Fig. 1: M1 wires
Scale: 6 px per um. Supply wires on this layer in grey.
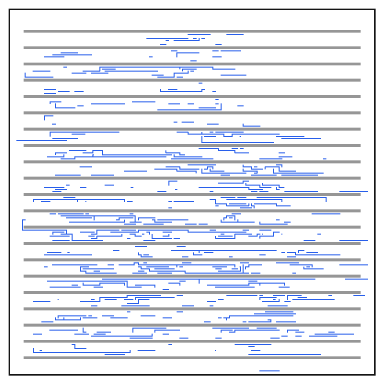
Fig. 2: met2 routing
Scale: 4 px per um. Cells faint in the background.
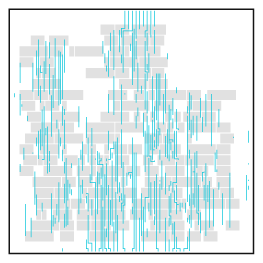
Fig. 3: M3 wires
Scale: 6 px per um.
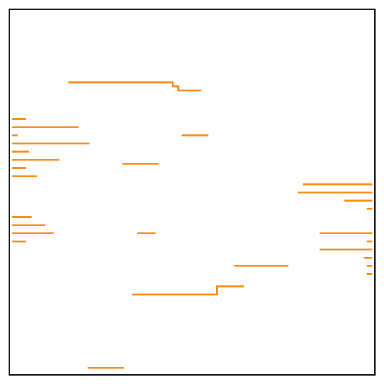
<file path="config.mk">
export PLATFORM = sky130hd
export DESIGN_NAME = alu_uart_interface
export DESIGN_NICKNAME = d
export VERILOG_FILES = /design/src/rtl/alu_if_pkg.sv /design/src/rtl/alu_uart_interface.sv
export SDC_FILE = /design/constraint.sdc
export NUM_CORES = 1
export LEC_CHECK = 0
export ABC_CLOCK_PERIOD_IN_PS = 1900
export CAP_MARGIN = 20
export CORE_MARGIN = 2
export CORE_UTILIZATION = 42
export CTS_BUF_LIST = sky130_fd_sc_hd__clkbuf_8 sky130_fd_sc_hd__clkbuf_16
export DETAILED_ROUTE_END_ITERATION = 10
export PLACE_DENSITY = 0.88
export RECOVER_POWER = 100
export SYNTH_ARGS = -nofsm -noshare
export SYNTH_HDL_FRONTEND = slang
export SYNTH_SLANG_ARGS = --single-unit
</file>
<file path="constraint.sdc">
create_clock -name i_clk -period 1.9 [get_ports i_clk]
set_clock_uncertainty 0.1 [all_clocks]
set_input_delay 0.38 -clock i_clk [delete_from_list [all_inputs] [get_ports i_clk]]
set_output_delay 0.38 -clock i_clk [all_outputs]
set_load 0.01 [all_outputs]
</file>
<file path="src/rtl/alu_if_pkg.sv">
// Shared constants for the ALU/UART glue: state encodings, flag bit positions
// and the ALU op-code set used by the ALU and the benches.
package alu_if_pkg;

    localparam int unsigned NB_STATE = 3;
    localparam int unsigned NB_FLAGS = 2;
    localparam int unsigned NB_OP    = 6;

    localparam logic [NB_STATE-1:0] WAIT_A     = 3'd0;
    localparam logic [NB_STATE-1:0] WAIT_B     = 3'd1;
    localparam logic [NB_STATE-1:0] WAIT_OP    = 3'd2;
    localparam logic [NB_STATE-1:0] EXEC       = 3'd3;
    localparam logic [NB_STATE-1:0] SEND       = 3'd4;
    localparam logic [NB_STATE-1:0] WAIT_TX    = 3'd5;
    localparam logic [NB_STATE-1:0] SEND_FLAGS = 3'd6;
    localparam logic [NB_STATE-1:0] WAIT_FLAGS = 3'd7;

    typedef enum logic [NB_STATE-1:0] {
        ST_WAIT_A     = WAIT_A,
        ST_WAIT_B     = WAIT_B,
        ST_WAIT_OP    = WAIT_OP,
        ST_EXEC       = EXEC,
        ST_SEND       = SEND,
        ST_WAIT_TX    = WAIT_TX,
        ST_SEND_FLAGS = SEND_FLAGS,
        ST_WAIT_FLAGS = WAIT_FLAGS
    } state_e;

    localparam int unsigned FLAG_ZERO  = 0;
    localparam int unsigned FLAG_CARRY = 1;

    localparam logic [NB_OP-1:0] OP_ADD = 6'b100000;
    localparam logic [NB_OP-1:0] OP_SUB = 6'b100010;
    localparam logic [NB_OP-1:0] OP_AND = 6'b100100;
    localparam logic [NB_OP-1:0] OP_OR  = 6'b100101;
    localparam logic [NB_OP-1:0] OP_XOR = 6'b100110;
    localparam logic [NB_OP-1:0] OP_SRA = 6'b000011;
    localparam logic [NB_OP-1:0] OP_SRL = 6'b000010;
    localparam logic [NB_OP-1:0] OP_NOR = 6'b100111;

    // Packs ALU status bits into the flag layout sent over the UART.
    function automatic logic [NB_FLAGS-1:0] pack_flags(input logic zero, input logic carry);
        logic [NB_FLAGS-1:0] f;
        f             = '0;
        f[FLAG_ZERO]  = zero;
        f[FLAG_CARRY] = carry;
        return f;
    endfunction

endpackage

</file>
<file path="src/rtl/alu_uart_interface.sv">
// Collects A, B and op-code bytes from the UART RX, feeds the ALU and returns the
// result to the UART TX. Optional macro ALU_IF_FLAGS_EN also sends a {carry,zero} byte.
module alu_uart_interface
    import alu_if_pkg::*;
#(
    parameter int unsigned NB_DATA    = 8,
    parameter int unsigned NB_OP_CODE = 6
) (
    input  logic                  i_clk,
    input  logic                  i_reset,
    input  logic [NB_DATA-1:0]    i_rx_data,
    input  logic                  i_rx_done,
    input  logic                  i_tx_done,
    input  logic [NB_DATA-1:0]    i_alu_result,
    input  logic                  i_alu_zero,
    input  logic                  i_alu_carry,
    output logic [NB_DATA-1:0]    o_data_a,
    output logic [NB_DATA-1:0]    o_data_b,
    output logic [NB_OP_CODE-1:0] o_op_code,
    output logic [NB_DATA-1:0]    o_tx_data,
    output logic                  o_tx_start,
    output logic                  o_busy,
    output logic                  o_rx_overrun
);

    state_e                  state_q;
    logic [NB_DATA-1:0]      data_a_q;
    logic [NB_DATA-1:0]      data_b_q;
    logic [NB_OP_CODE-1:0]   op_code_q;
    logic [NB_DATA-1:0]      tx_data_q;
    logic                    tx_start_q;
    logic                    busy_q;
    logic                    rx_overrun_q;

`ifdef ALU_IF_FLAGS_EN
    logic [NB_FLAGS-1:0]     flags_q;
`else
    logic                    unused_flags_c;
    assign unused_flags_c = i_alu_zero ^ i_alu_carry;
`endif

    // Single-process FSM; busy_q is high exactly while not collecting bytes.
    always_ff @(posedge i_clk) begin
        if (i_reset) begin
            state_q      <= ST_WAIT_A;
            data_a_q     <= '0;
            data_b_q     <= '0;
            op_code_q    <= '0;
            tx_data_q    <= '0;
            tx_start_q   <= 1'b0;
            busy_q       <= 1'b0;
            rx_overrun_q <= 1'b0;
`ifdef ALU_IF_FLAGS_EN
            flags_q      <= '0;
`endif
        end else begin
            tx_start_q <= 1'b0;
            case (state_q)
                ST_WAIT_A: begin
                    if (i_rx_done) begin
                        data_a_q     <= i_rx_data;
                        rx_overrun_q <= 1'b0;
                        state_q      <= ST_WAIT_B;
                    end
                end
                ST_WAIT_B: begin
                    if (i_rx_done) begin
                        data_b_q <= i_rx_data;
                        state_q  <= ST_WAIT_OP;
                    end
                end
                ST_WAIT_OP: begin
                    if (i_rx_done) begin
                        op_code_q <= i_rx_data[NB_OP_CODE-1:0];
                        busy_q    <= 1'b1;
                        state_q   <= ST_EXEC;
                    end
                end
                ST_EXEC: begin
                    tx_data_q  <= i_alu_result;
`ifdef ALU_IF_FLAGS_EN
                    flags_q    <= pack_flags(i_alu_zero, i_alu_carry);
`endif
                    tx_start_q <= 1'b1;
                    state_q    <= ST_SEND;
                end
                ST_SEND: begin
                    state_q <= ST_WAIT_TX;
                end
                ST_WAIT_TX: begin
                    if (i_tx_done) begin
`ifdef ALU_IF_FLAGS_EN
                        tx_data_q  <= NB_DATA'(flags_q);
                        tx_start_q <= 1'b1;
                        state_q    <= ST_SEND_FLAGS;
`else
                        busy_q     <= 1'b0;
                        state_q    <= ST_WAIT_A;
`endif
                    end
                end
`ifdef ALU_IF_FLAGS_EN
                ST_SEND_FLAGS: begin
                    state_q <= ST_WAIT_FLAGS;
                end
                ST_WAIT_FLAGS: begin
                    if (i_tx_done) begin
                        busy_q  <= 1'b0;
                        state_q <= ST_WAIT_A;
                    end
                end
`endif
                default: begin
                    busy_q  <= 1'b0;
                    state_q <= ST_WAIT_A;
                end
            endcase

            // Bytes arriving while an operation is in flight are dropped.
            if (busy_q && i_rx_done) begin
                rx_overrun_q <= 1'b1;
            end
        end
    end

    assign o_data_a     = data_a_q;
    assign o_data_b     = data_b_q;
    assign o_op_code    = op_code_q;
    assign o_tx_data    = tx_data_q;
    assign o_tx_start   = tx_start_q;
    assign o_busy       = busy_q;
    assign o_rx_overrun = rx_overrun_q;

endmodule
</file>
==> impl_metrics.toml <==
# yosys + openroad results
[synth]
syn-cell-area_um2 = 1350
ys_async_sr_fraction_pct = 0
yosys.area.top_type = "dfxtp_1"
syn_inst = 136
synth_cell_types = 19
ys_sh_adder_pct = 0
edf_count = 0
ys_sh_aoi_pct = 6.31
syn_avg_cell_area_um2 = 9.92
ys_ff = 36
yosys-top-cells-count = "dfxtp_1, nor2_1, mux2i_1, nand2_1, a21oi_1"
xor_area_share_pct = 0
fp_nets = 158
ys_cells = 136
ys_sh_mux_pct = 16.3
yosysChipArea_um2 = 1350

[pwr]
p_clk_share_pct = 34.9
p_int_w = 0.00119
p_leak_nw = 0.870
power_top_consumer = "sequential cells"
sw_frac_of_total_pct = 24.0
switchingPower_w = 0.000377
seq_power_w = 0.000810
pwr-share-comb_pct = 13.5
pwr-share-seq_pct = 51.6
power.density_nw_per_um2 = 794
pg_clk_w = 0.000549

[die]
core-area_um2 = 3050
fp_util_pct = 44.2
dieWidth_um = 60.7
die_y_um = 60.7
taps = 44
fp-row-count = 20
boundaryPins = 55

[sta]
rsz0062_at_grt = "false"
fin_crit_ns = 1.79
finalClockPeriodUsage_pct = 94.3
timing.fmax_mhz = 558
tightest_slew_ns = 0.602
finalHoldViolCount = 0
finalSetupViolations = 0
slew_headroom_pct = 59.8

[place]
routabilityCongestion = 0.719

[clock_tree]
clockRootBuffer = "clkbuf_8"
clkSlewWorstSetupHoldPaths_ns = 0.07
ctsResizeCount = 0
holdBufCountCts = 0
cts_buffer_depth = 2
cts_sinks = 36
cts_made_buffers = 5

[layout]
lay_top_count = "dfxtp_1"
area_dominant_class = "flip-flops and latches"
final_area_um2 = 1980
layout-drive-gt1-share_pct = 6.88
nMultiInputCombCells = 89
final-seq-area_um2 = 721
antenna_cells = 0
nClkBuffers = 6
clk_share_pct = 4.68
seq_share_pct = 36.4
seq_cell_count = 36

[critical_path]
path_cells = "dlygate4sd3_1"
worst_path_largest_cell_delay_ns = 0.63
r2r-start = "state_q[0]"
end_kind = "output pin"
arrival_ns = 1.31
path_class = "reg -> out"
regToRegEndpoint = "o_tx_data[5]"
required_ns = 1.42
crit_fanout = 4

[global_routing]
grt_use_total_pct = 19.1
grt_max_degree = 37
gr-total-overflow = 0
grt_pass1_vias = 1084
top_usage_layer = "met2"
antenna_found_initial = 0
grt_pass1_wl_um = 5040

[job]
drv_cap = 0
log.warning_count = 28

[drt]
vias_per_cell = 4.82
wl_met1_um = 1250
postRouteAntennaNets = 0
drcViolationCount = 0
wl_per_cell_um = 13.2
top_layer = "met4"

[hold_path]
min_from = "o_data_a[7]"
min_to = "o_data_a[7]"

[outcome]
status = "finished, final reports clean"
-- Fig. 1 (at the start) --
longest straight run: 35.4 um
main direction: horizontal
nets with wire on the layer: 186
share of all routed wire: 40%
wire length on this layer: 1,250 um
vias post-DR: 1,122
DRT Wirelength: 3080 um
met1 Track Usage GR: 21.4%

-- Fig. 2 (at the start) --
main direction: vertical
wire length on this layer: 1,590 um
met2 usage: 31.8%

-- Fig. 3 (at the start) --
longest straight run: 17.2 um
nets with wire on the layer: 26
wire length on this layer: 178 um
share of all routed wire: 5.8%
GR met3 Demand/Resource: 6.82%

-- worst max-delay path by stage --
stage                   end  cells past startpoint
2_1_floorplan  o_rx_overrun                      5
3_3_place_gp   o_rx_overrun                      4
4_1_cts              o_busy                      1
6_report             o_busy                      1
3_5_place_dp    o_data_b[7]                      4
5_1_grt              o_busy                      1
-- stage by stage --
| stage | std cells | TNS, ns | hold slack [ns] | total power, W | worst slack, ns |
|---|---|---|---|---|---|
| floorplan | 136 | 0 | 0.381 | 0.000934 | 0.453 |
| global placement | 225 | 0 | 0.342 | 0.00104 | 0.0322 |
| detailed placement | 225 | -0.0111 | 0.354 | 0.00105 | -0.0111 |
| CTS | 233 | 0 | 0.362 | 0.00160 | 0.170 |
| global route | 233 | 0 | 0.386 | 0.00164 | 0.0765 |
| finish | 233 | 0 | 0.354 | 0.00157 | 0.109 |
No activity file was given, so power comes from the tool's default toggle rates.
